**src/rtl/bcd_disp_driver.sv**
```systemverilog
// bcd_disp_driver: two-digit multiplexed common-cathode seven-segment driver.
// A refresh counter toggles SegSel every REFRESH_DIV cycles; the segment
// register is loaded from the digit that SegSel is about to select, so the
// segments and SegSel always change together on the same edge.
module bcd_disp_driver #(
    parameter int REFRESH_DIV        = 1,
    parameter bit SEG_ACTIVE_LOW     = 1'b0,
    parameter bit BLANK_LEADING_ZERO = 1'b0
) (
    input  logic       Clk,
    input  logic       Rst,
    input  logic [3:0] Tens,
    input  logic [3:0] Ones,
    output logic       A,
    output logic       B,
    output logic       C,
    output logic       D,
    output logic       E,
    output logic       F,
    output logic       G,
    output logic       SegSel
);

    localparam int              CNT_W     = (REFRESH_DIV > 1) ? $clog2(REFRESH_DIV) : 1;
    localparam logic [CNT_W-1:0] CNT_LAST  = CNT_W'(REFRESH_DIV - 1);
    localparam logic [6:0]      SEG_BLANK = {7{SEG_ACTIVE_LOW}};

    logic [CNT_W-1:0] r_cnt;
    logic             r_sel;
    logic [6:0]       r_seg;

    logic             w_last;
    logic             w_sel_next;
    logic [3:0]       w_digit;
    logic             w_blank_tens;
    logic [6:0]       w_pattern;
    logic [6:0]       w_seg_next;

    assign w_last       = (r_cnt == CNT_LAST);
    assign w_sel_next   = w_last ? ~r_sel : r_sel;
    assign w_digit      = w_sel_next ? Tens : Ones;
    assign w_blank_tens = BLANK_LEADING_ZERO && w_sel_next && (Tens == 4'd0);

    // Decode the digit about to be shown; bit 6 = A ... bit 0 = G, active-high.
    always_comb begin
        w_pattern = '0;
        case (w_digit)
            4'd0:    w_pattern = 7'b1111110;
            4'd1:    w_pattern = 7'b0110000;
            4'd2:    w_pattern = 7'b1101101;
            4'd3:    w_pattern = 7'b1111001;
            4'd4:    w_pattern = 7'b0110011;
            4'd5:    w_pattern = 7'b1011011;
            4'd6:    w_pattern = 7'b1011111;
            4'd7:    w_pattern = 7'b1110000;
            4'd8:    w_pattern = 7'b1111111;
            4'd9:    w_pattern = 7'b1111011;
            default: w_pattern = '0;
        endcase
        if (w_blank_tens) begin
            w_pattern = '0;
        end
        w_seg_next = w_pattern ^ SEG_BLANK;
    end

    // Refresh counter, digit select and segment register share one edge.
    always_ff @(posedge Clk or negedge Rst) begin
        if (!Rst) begin
            r_cnt <= '0;
            r_sel <= 1'b0;
            r_seg <= SEG_BLANK;
        end else begin
            r_cnt <= w_last ? '0 : r_cnt + 1'b1;
            r_sel <= w_sel_next;
            r_seg <= w_seg_next;
        end
    end

    assign {A, B, C, D, E, F, G} = r_seg;
    assign SegSel                = r_sel;

endmodule

```
**config.mk**
```make
export PLATFORM = sky130hd
export DESIGN_NAME = bcd_disp_driver
export DESIGN_NICKNAME = d
export VERILOG_FILES = /design/src/rtl/bcd_disp_driver.sv
export SDC_FILE = /design/constraint.sdc
export NUM_CORES = 1
export LEC_CHECK = 0
export CORE_AREA = 2 2 39 41
export DETAILED_ROUTE_END_ITERATION = 16
export DIE_AREA = 0 0 41 43
export DONT_BUFFER_PORTS = 1
export MAX_ROUTING_LAYER = met4
export PLACE_DENSITY = 0.46
export SKIP_LAST_GASP = 1
export SLEW_MARGIN = 20
export SYNTH_ARGS = -nofsm -noshare
export SYNTH_HDL_FRONTEND = slang
export SYNTH_SLANG_ARGS = --single-unit
```
**constraint.sdc**
```tcl
create_clock -name Clk -period 4.95 [get_ports Clk]
set_clock_uncertainty 0.15 [all_clocks]
set_input_delay 0.495 -clock Clk [delete_from_list [all_inputs] [get_ports Clk]]
set_output_delay 0.495 -clock Clk [all_outputs]
set_load 0.05 [all_outputs]
```
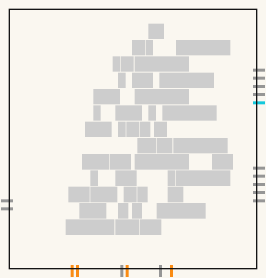
*Pin placement, run 1*
Drawn at 6 px/µm. Pins as bars across the die edge, other pins in grey.
cyan -> F  # pins 1, direction output, edge east
orange -> Ones  # pins 4, direction input, edge south
all pins by edge = 10 east, 6 south, 2 west
floorplan die height: 43 µm
die width: 41 µm

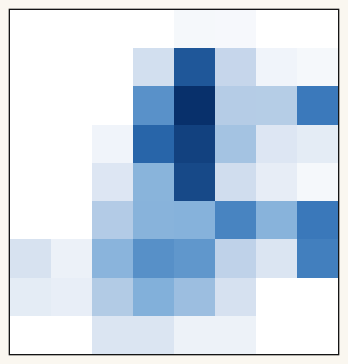
*Wire density map, run 1*
Drawn at 8 px/µm. 8 x 9 tiles, from white (low) to dark blue (high), scaled to the fullest tile. Values are wire area over tile area, all layers added.
fullest tile = 0.32
nearly empty tiles = 33%
emptiest ninth of the die = north-west
densest ninth of the die = centre
mean over tiles = 0.074
tiles over half the peak = 17%
GRT Resource Usage Total: 12.26%
final routed wirelength across all metal layers: 818 µm

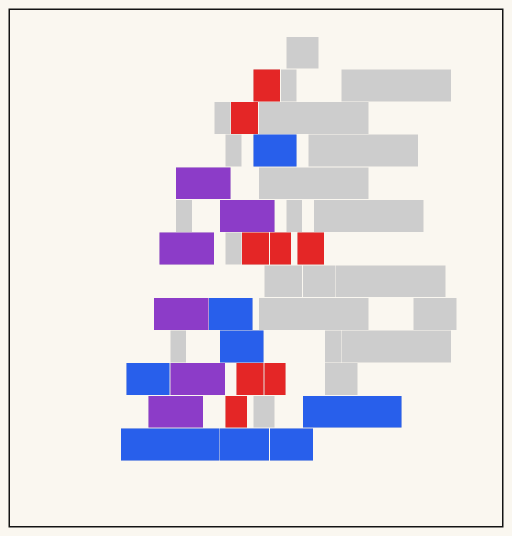
*Logic cells by family, run 1*
Drawn at 12 px/µm.
blue -> mux cells  # cells 8, most used mux2i_1
red -> aoi and oai cells  # cells 8, most used o22ai_1
purple -> fa/ha/maj cells  # cells 6, most used ha_1
share of the final layout cell area in multi-input gates: 48.21%
non-filler cells, final: 60
most frequent logic cell in the layout: sky130_fd_sc_hd__dfrtp_1

==> run 1: cell usage in the layout, fill, tap and decap left out <==
master / netlist / final
sky130_fd_sc_hd__nand2_1: 1 / 1
sky130_fd_sc_hd__mux2i_1: 5 / 5
sky130_fd_sc_hd__dlygate4sd3_1: 0 / 1
sky130_fd_sc_hd__nand3_1: 1 / 1
sky130_fd_sc_hd__o22ai_1: 4 / 4
sky130_fd_sc_hd__mux2i_4: 2 / 2
sky130_fd_sc_hd__clkbuf_4: 0 / 3
sky130_fd_sc_hd__nor2_1: 2 / 2
sky130_fd_sc_hd__mux2_2: 1 / 1
sky130_fd_sc_hd__inv_1: 5 / 5
sky130_fd_sc_hd__a31oi_1: 1 / 1
sky130_fd_sc_hd__xnor2_1: 1 / 1
sky130_fd_sc_hd__a21oi_1: 2 / 2
sky130_fd_sc_hd__ha_1: 6 / 6
sky130_fd_sc_hd__o21ai_1: 1 / 1
sky130_fd_sc_hd__dfrtp_1: 8 / 8
==> run 1: power groups by stage <==
stage          Clock [mW]  Combinational [mW]  Sequential, mW
3_5_place_dp            0              0.0176          0.0919
2_1_floorplan           0              0.0142          0.0912
3_3_place_gp            0              0.0165          0.0916
5_1_grt            0.0531              0.0218          0.0912
6_report           0.0465              0.0192          0.0907
4_1_cts            0.0496              0.0194          0.0908
==> run 1: sequential cells by signal, summed over array words and instances (netlist names) <==
register  flops
r_seg         7
SegSel        1
==> run 1: path summary, 6_finish.rpt <==
check / start / to / depth (start not counted)
worst max-delay path: SegSel$_DFF_PN0_ / r_seg[3]$_DFF_PN0_ / 6
worst min-delay path: Tens[1] / r_seg[4]$_DFF_PN0_ / 3
worst max register to register: SegSel$_DFF_PN0_ / r_seg[3]$_DFF_PN0_ / 6
worst min register to register: SegSel$_DFF_PN0_ / SegSel$_DFF_PN0_ / 1
max in group asynchronous: Rst / r_seg[5]$_DFF_PN0_ / 1
min in group asynchronous: Rst / SegSel$_DFF_PN0_ / 1
==> run 1: metal layers <==
metal  GRT usage, %  up-vias
met5              -        -
met4          8.000        0
met3          1.571        0
met2          19.69       12
met1          13.23      148
li1               -      151
==> run 1: final cells by class <==
cell class                 instances  area share (%)
sequential                         8           38.19
multi-input combinational         27           48.21
timing repair buffer               1           1.909
clock buffer                       3           4.296
inverter                           5           3.580
tap                               16           3.819
==> run 1: stage by stage <==
step	util, %	hold WS [ns]
2_1_floorplan	-	0.04941
3_3_place_gp	35.53	0.04957
3_5_place_dp	35.53	0.04958
4_1_cts	37.88	0.3991
5_1_grt	37.88	0.4357
6_report	37.88	0.4109
==> run 1: worst max-delay path: cells and delay by family (launching register included) <==
kind | cells | cell delay [ns]
DFF | 1 | 0.87
muxes | 2 | 0.62
AOI/OAI and AO/OA | 1 | 0.17
adders and majority gates | 1 | 0.22
buffers and inverters | 2 | 0.18
==> run 1: kinds of logic (layout without fill, tap and decap cells) <==
logic type	Yosys count	count (layout)	synth area share (%)
AND-OR/OR-AND	8	8	9.585
multiplexers	8	8	22.02
flip-flops	8	8	41.45
adder cells (fa/ha/maj)	6	6	15.54
buffers and inverters	6	9	6.218
AND/OR/NAND/NOR	4	4	3.367
XOR/XNOR	1	1	1.814
==> ci_impl_report.md, run 1 <==
## Synthesis and layout report

| Metric | Value |
|---|---|
| Run status | complete, no violations |
| Nets | 62 |
| Total setup violations reported at the end of the flow | 0 |
| Dominant flop cell | sky130_fd_sc_hd__dfrtp_1 |
| Hold Crit Class | input port to register |
| WL per Instance | approximately 14 µm |
| Violation count after the first detailed-route iteration | 3 |
| Number of iterations in the first detailed-routing pass | 3 |
| Highest ir drop seen on vdd | between 0.04 and 0.05 mV |
| Clock power share | around 30% |
| Sw Share | approximately a third |
| Final Wtd Congestion | 0.6633 |
| Worst relative slew slack | between 40% and 50% |
| Pin slew with the least headroom to its limit | between 0.8 and 0.9 ns |
| Uppermost layer routed | met3 |
| Leakage power | 0.2632 nW |
| Vias | between 300 and 400 |
| Placed Cells | between 50 and 60 |
| Number of pins with negative max-slew slack in the final report | 0 |
| Vias in the first global route | around 330 |
| Setup TNS after final layout | 0 ns |
| Count of library flops with an enable pin | 0 |
| Half-perimeter wire length after placement | around 690 µm |
| Setup slack at placement | about 2.6 ns |
| Met1 Routed Length | just over 300 µm |
| Standard-cell rows | 14 |
| Number of warning messages in the logs | 31 |
| Internal cell power | between 100 and 150 µW |
| Share of async-settable or async-resettable flops after synthesis | 100.0% |
| Min setup slack post-route | roughly 2.7 ns |
| Cell with the largest stage delay on the worst path | sky130_fd_sc_hd__dfrtp_1 |
| Period minus WS final | roughly 2.3 ns |
| Count of instantiated cells in the yosys netlist | roughly 40 |
| Pin count of the biggest net entering global routing | 11 |
| Antenna diode count | 0 |
| Library cell occupying the most area in the post-synthesis netlist | sky130_fd_sc_hd__dfrtp_1 |
| Post-CTS setup buffer count | 0 |
| Number of port buffers | 0 |
| Flop2flop setup slack | 2.65 ns |
| Yosys synthesis chip area | roughly 480 µm² |
| Area growth syn-to-layout | 8.549% |
| Cells taking the most area after synthesis | sky130_fd_sc_hd__dfrtp_1 (41%), sky130_fd_sc_hd__ha_1 (16%), sky130_fd_sc_hd__mux2i_1 (10%) |
| Combinational power share | ~12% |
### Track usage over the die, run 1

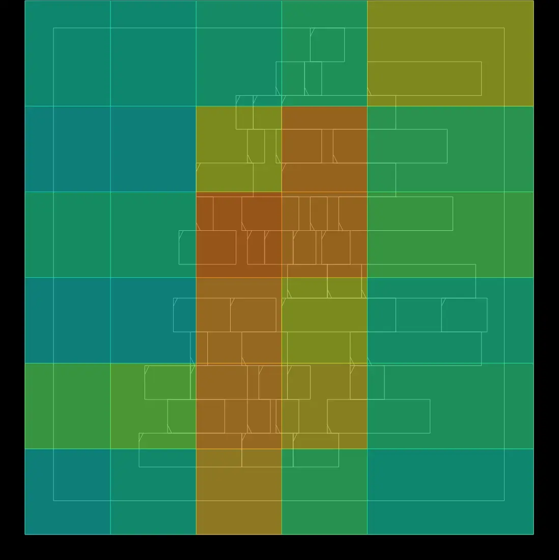

## Run 2: what changed since run 1
PLACE_DENSITY = 0.48   (was 0.46)
clock period = 1.9 ns   (was 4.95 ns; I/O delays follow)
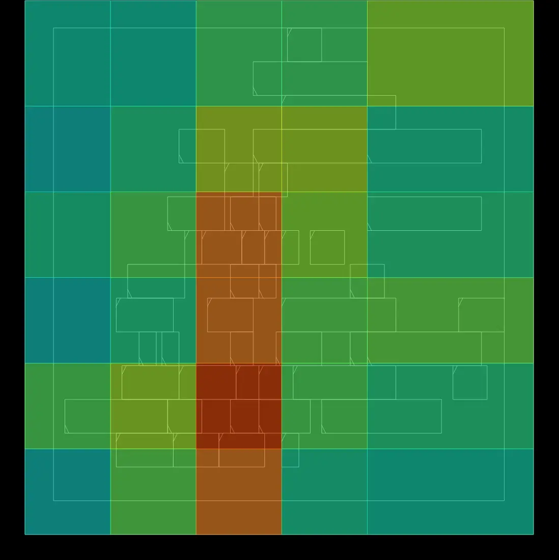
*Track usage over the die, run 2*
GRT Resource Usage Total: 11.26%
met2 Usage GRT: 17.19%
GRT busiest layer: met2

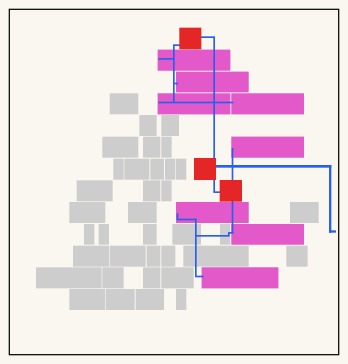
*Clock wires, drivers and flops, run 2*
Drawn at 8 px/µm.
blue -> clock wires  # length 96.7 µm
red -> clock-net drivers  # count 3
magenta -> flip-flops  # count 8
routed clock nets = 4
clock power share: 31.3%
Skew-Pair Late Insertion Delay: 0.25 ns

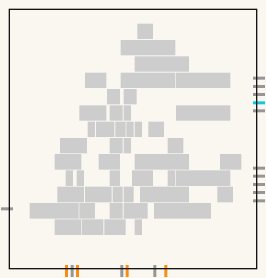
*Pin placement, run 2*
Drawn at 6 px/µm. Pins as bars across the die edge, other pins in grey.
cyan -> F  # pins 1, direction output, edge east
orange -> Ones  # pins 4, direction input, edge south
number of port buffers: 0

==> ci_impl_report.md, run 2 <==
## Synthesis and layout report

| Metric | Value |
|---|---|
| Die width | between 40 and 50 µm |
| Combinational power share | between 10% and 20% |
| Hold Crit Class | input port to register |
| Internal cell power | around 280 µW |
| Library cell occupying the most area in the post-synthesis netlist | sky130_fd_sc_hd__dfrtp_1 |
| Final routed wirelength across all metal layers | ~790 µm |
| Floorplan die height | about 43 µm |
| Pin count of the biggest net entering global routing | 11 |
| Dominant flop cell | sky130_fd_sc_hd__dfrtp_1 |
| Post-synthesis compound-gate area fraction | a little under a tenth |
| Setup slack at placement | 0.1731 ns |
| Vias in the first global route | roughly 340 |
| Top library cells by usage in the layout, fill and taps aside | sky130_fd_sc_hd__dfrtp_1 (7), sky130_fd_sc_hd__ha_1 (6), sky130_fd_sc_hd__mux2i_1 (5), sky130_fd_sc_hd__inv_1 (5), sky130_fd_sc_hd__o22ai_1 (4) |
| Mux contribution to synthesized area | between 20% and 30% |
| Total setup violations reported at the end of the flow | 0 |
| Post-CTS setup buffer count | 0 |
| Leakage power | roughly 0.27 nW |
| Min setup slack post-route | roughly 0.18 ns |
| Most frequent logic cell in the layout | sky130_fd_sc_hd__dfrtp_1 |
| Hold Slack | 0.07964 ns |
| Pin slew with the least headroom to its limit | 0.4568 ns |
| Count of library flops with an enable pin | 0 |
| Largest register FFs | 7 |
| Vias | ~310 |
| Period minus WS final | approximately 1.7 ns |
| Number of pins with negative max-slew slack in the final report | 0 |
| Xor/xnor share of the synthesized area | around 1.8% |
| Top register by number of flip-flops | r_seg |
| Setup TNS after final layout | 0 ns |
| Number of warning messages in the logs | 31 |
| Violation count after the first detailed-route iteration | 2 |
| Run status | complete, no violations |
## run 2: cell count changes in the layout (fill, tap and decap cells not counted)
cell,previous run,this run
sky130_fd_sc_hd__dfrtp_2,0,1
sky130_fd_sc_hd__clkbuf_1,0,1
sky130_fd_sc_hd__buf_4,0,2
sky130_fd_sc_hd__dfrtp_1,8,7
## run 2: layer usage
layer | wire length [µm] | GRT usage, %
met4 | 8 | 8.667
met2 | 403 | 17.19
met3 | 51 | 1.571
met1 | 328 | 12.38
met5 | 0 | -
## run 2: metrics by stage
step                      utilization [%]  instance area, µm²
after floorplan                         -               484.2
after global placement              36.71               508.0
after detailed placement            36.71               508.0
after CTS                           39.33               544.3
after global routing                39.33               544.3
final                               39.33               544.3
## run 2: critical path, cell delays in order (launching register included)
cell                      delay [ns]
sky130_fd_sc_hd__dfrtp_2        0.50
sky130_fd_sc_hd__mux2i_4        0.40
sky130_fd_sc_hd__ha_1           0.21
sky130_fd_sc_hd__inv_1          0.04
sky130_fd_sc_hd__mux2i_1        0.17
sky130_fd_sc_hd__o22ai_1        0.12
## run 2: power groups by stage
stage | logic, mW | clock network (mW) | registers, mW
3_5_place_dp | 0.0465 | 0 | 0.240
4_1_cts | 0.0513 | 0.141 | 0.236
5_1_grt | 0.0574 | 0.152 | 0.238
2_1_floorplan | 0.0370 | 0 | 0.238
6_report | 0.0505 | 0.131 | 0.236
3_3_place_gp | 0.0456 | 0 | 0.239
## run 2: cells by family after synthesis
kind of cell	Yosys count
buf+inv	6
xor+xnor	1
simple gates	4
flops	8
fa+ha+maj	6
mux	8
compound gates	8
## run 2: worst paths after layout
| path | start | end | slack, ns | depth (start not counted) |
|---|---|---|---|---|
| max in group asynchronous | Rst | SegSel$_DFF_PN0_ | 1.20 | 1 |
| setup reg to reg | SegSel$_DFF_PN0_ | r_seg[3]$_DFF_PN0_ | 0.18 | 5 |
| hold reg to reg | SegSel$_DFF_PN0_ | SegSel$_DFF_PN0_ | 0.46 | 1 |
| setup / recovery | SegSel$_DFF_PN0_ | r_seg[3]$_DFF_PN0_ | 0.18 | 5 |
| hold / removal | Tens[3] | r_seg[5]$_DFF_PN0_ | 0.08 | 3 |
| min in group asynchronous | Rst | r_seg[4]$_DFF_PN0_ | 0.13 | 1 |
## run 2: layout make-up
class,instances,area share [%]
clock buffers,4,4.828
inverters,5,3.448
multi-input cells,27,46.44
flip-flops and latches,8,37.01
well taps,16,3.678
repair buffers,3,4.598
### Wire density map, run 2

Drawn at 8 px/µm. 8 x 9 tiles, from white (low) to dark blue (high), scaled to the fullest tile. Values are wire area over tile area, all layers added.
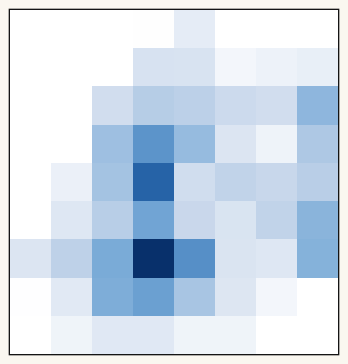

## Run 3: what changed since run 2
CELL_PAD_IN_SITES_DETAIL_PLACEMENT = 1   (was default)
CELL_PAD_IN_SITES_GLOBAL_PLACEMENT = 1   (was default)
PLACE_DENSITY = 0.61   (was 0.48)
clock period = 1.4 ns   (was 1.9 ns; I/O delays follow)
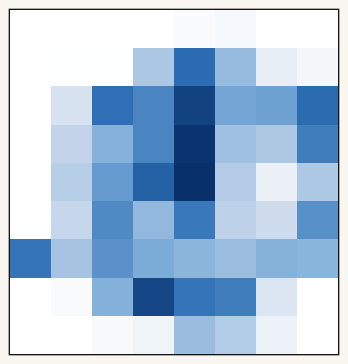
*Wire density map, run 3*
Drawn at 8 px/µm. 8 x 9 tiles, from white (low) to dark blue (high), scaled to the fullest tile. Values are wire area over tile area, all layers added.
fullest tile = 0.32
densest ninth of the die = centre
mean over tiles = 0.11
tiles over half the peak = 29%
WL per Instance: 15.77 µm
Vias: 376
GRT Resource Usage Total: 16.19%
final routed wirelength across all metal layers: 1183 µm

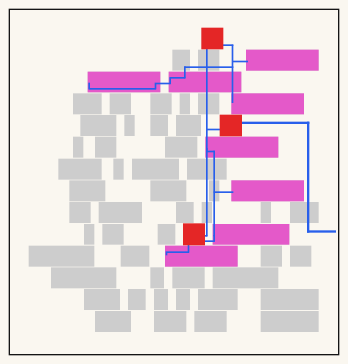
*Clock wires, drivers and flops, run 3*
Drawn at 8 px/µm.
red -> clock-net drivers  # count 3
blue -> clock wires  # length 112 µm
magenta -> flip-flops  # count 8
routed clock nets = 4
clock power share: 30.1%
reported clock group power: 189 µW

==> ci_impl_report.md, run 3 <==
## Synthesis and layout report

| Metric | Value |
|---|---|
| Top comb family, area | multiplexers |
| Nets | approximately 76 |
| Setup TNS after final layout | -1.519 ns |
| Xor/xnor share of the synthesized area | 1.813% |
| Highest ir drop seen on vdd | 0.3215 mV |
| Dominant flop cell | sky130_fd_sc_hd__dfrtp_1 |
| Period minus WS final | 1.653 ns |
| Violations in the final reports | negative setup slack |
| Most frequent logic cell in the layout | sky130_fd_sc_hd__buf_4 |
| Max stage delay on crit path | 0.48 ns |
| Area growth syn-to-layout | 48.19% |
| Total setup violations reported at the end of the flow | 7 |
| Worst relative slew slack | between 60% and 70% |
| Hold Crit Class | input port to register |
| Standard-cell rows | 14 |
| Met3 Resource Use GR | approximately 1.6% |
| Flop2flop setup slack | -0.25 ns |
| Final Wtd Congestion | ~0.66 |
| Worst path cell trace | buf_12, mux2i_4, buf_12, buf_4, buf_4, nor2_1, nor2_1 |
| Cell with the largest stage delay on the worst path | sky130_fd_sc_hd__dfrtp_2 |
| Min setup slack post-route | -0.2530 ns |
| Half-perimeter wire length after placement | 873.7 µm |
| Skew-Pair Late Insertion Delay | about 0.25 ns |
| Cell family with the largest share of critical-path delay | buffers and inverters |
| Met2 Usage GRT | between 20% and 30% |
| Number of port buffers | 0 |
| Die width | 41 µm |
| Post-synthesis compound-gate area fraction | 9.585% |
| Cells taking the most area after synthesis | sky130_fd_sc_hd__dfrtp_1 (41%), sky130_fd_sc_hd__ha_1 (16%), sky130_fd_sc_hd__mux2i_1 (10%) |
| Buf+Inv Stages, Crit Path | 4 |
| Antenna diode count | 0 |
| Adder-cell share of the synthesized area | roughly 16% |
| Top register by number of flip-flops | r_seg |
| Violation count after the first detailed-route iteration | 2 |
| Mux contribution to synthesized area | 22.02% |
| Share of async-settable or async-resettable flops after synthesis | 100.0% |
| Post-DP Area | ~570 µm² |
| Setup crit start | SegSel$_DFF_PN0_ |
| Number of iterations in the first detailed-routing pass | 2 |
| Top library cells by usage in the layout, fill and taps aside | sky130_fd_sc_hd__buf_4 (9), sky130_fd_sc_hd__dfrtp_1 (7), sky130_fd_sc_hd__inv_1 (5) |
| Run status | finished with violations |
| Pin slew with the least headroom to its limit | 0.4701 ns |
| Count of instantiated cells in the yosys netlist | 41 |
| Source of the worst register-to-register timing path | SegSel$_DFF_PN0_ |
| Yosys synthesis chip area | 483.0 µm² |
| Number of warning messages in the logs | 34 |
| Vias in the first global route | around 400 |
| Largest register FFs | 7 |
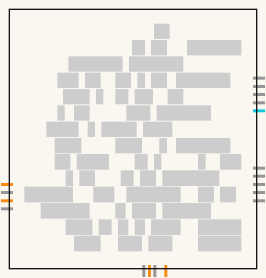
*Pin placement, run 3*
Drawn at 6 px/µm. Pins as bars across the die edge, other pins in grey.
cyan -> F  # pins 1, direction output, edge east
orange -> Ones  # pins 4, direction input, edge 2 west, 2 south
all pins by edge = 10 east, 4 west, 4 south

## run 3: final timing paths
check | cells after the start | endpoint
min in group asynchronous | 1 | r_seg[0]$_DFF_PN0_
worst min-delay path | 3 | r_seg[5]$_DFF_PN0_
worst max register to register | 7 | r_seg[5]$_DFF_PN0_
worst max-delay path | 7 | r_seg[5]$_DFF_PN0_
worst min register to register | 3 | SegSel$_DFF_PN0_
max in group asynchronous | 1 | SegSel$_DFF_PN0_
## run 3: logic make-up (layout without fill, tap and decap cells)
family                     count (synthesis)  in the layout
muxes                                      8              8
xor gates and xnor gates                   1              1
AOI/OAI and AO/OA                          8              8
adders and majority gates                  6              6
DFF                                        8              8
buffers and inverters                      6             24
and+or+nand+nor                            4              4
## run 3: power by group
| group | internal [mW] | leakage, nW | total [mW] | switching, mW |
|---|---|---|---|---|
| Sequential | 0.248 | 0.0937 | 0.321 | 0.0728 |
| Clock | 0.109 | 0.0150 | 0.189 | 0.0798 |
| Combinational | 0.0618 | 0.230 | 0.117 | 0.0554 |
## run 3: metal layers
metal / wire, µm / share of wire (%)
met5: 0 / 0
met4: 13 / 1.1
met3: 83 / 7.0
met2: 642 / 54
met1: 445 / 38
## run 3: worst min-delay path: stages
cell	delay [ns]
sky130_fd_sc_hd__mux2i_2	0.07
sky130_fd_sc_hd__a21oi_2	0.11
sky130_fd_sc_hd__nor2_1	0.05
## run 3: cell type report
cell class	instances	area, µm²
Tap cell	16	20.02
Sequential cell	8	201.4
Multi-Input combinational cell	27	297.8
Inverter	5	18.77
Timing Repair Buffer	15	151.4
Clock buffer	4	26.28
Fill cell	147	668.1
## run 3: metrics by stage
stage	setup slack, ns	hold WS (ns)	instances
after floorplan	-0.3771	-0.3056	41
after global routing	-0.3202	0.02351	75
final	-0.2530	0.01125	75
after global placement	-0.1609	-0.3054	63
after CTS	-0.2327	0.02438	74
after detailed placement	-0.2539	-0.3054	63
## run 3: what timing repair did
item	CTS	global route
gates resized	3	7
buffers inserted	6	1
pin swaps	1	0
hold buffers	1	0
endpoints found under the setup margin	7	7
endpoints found under the hold margin	8	0
No activity file was given, so power comes from the tool's default toggle rates.
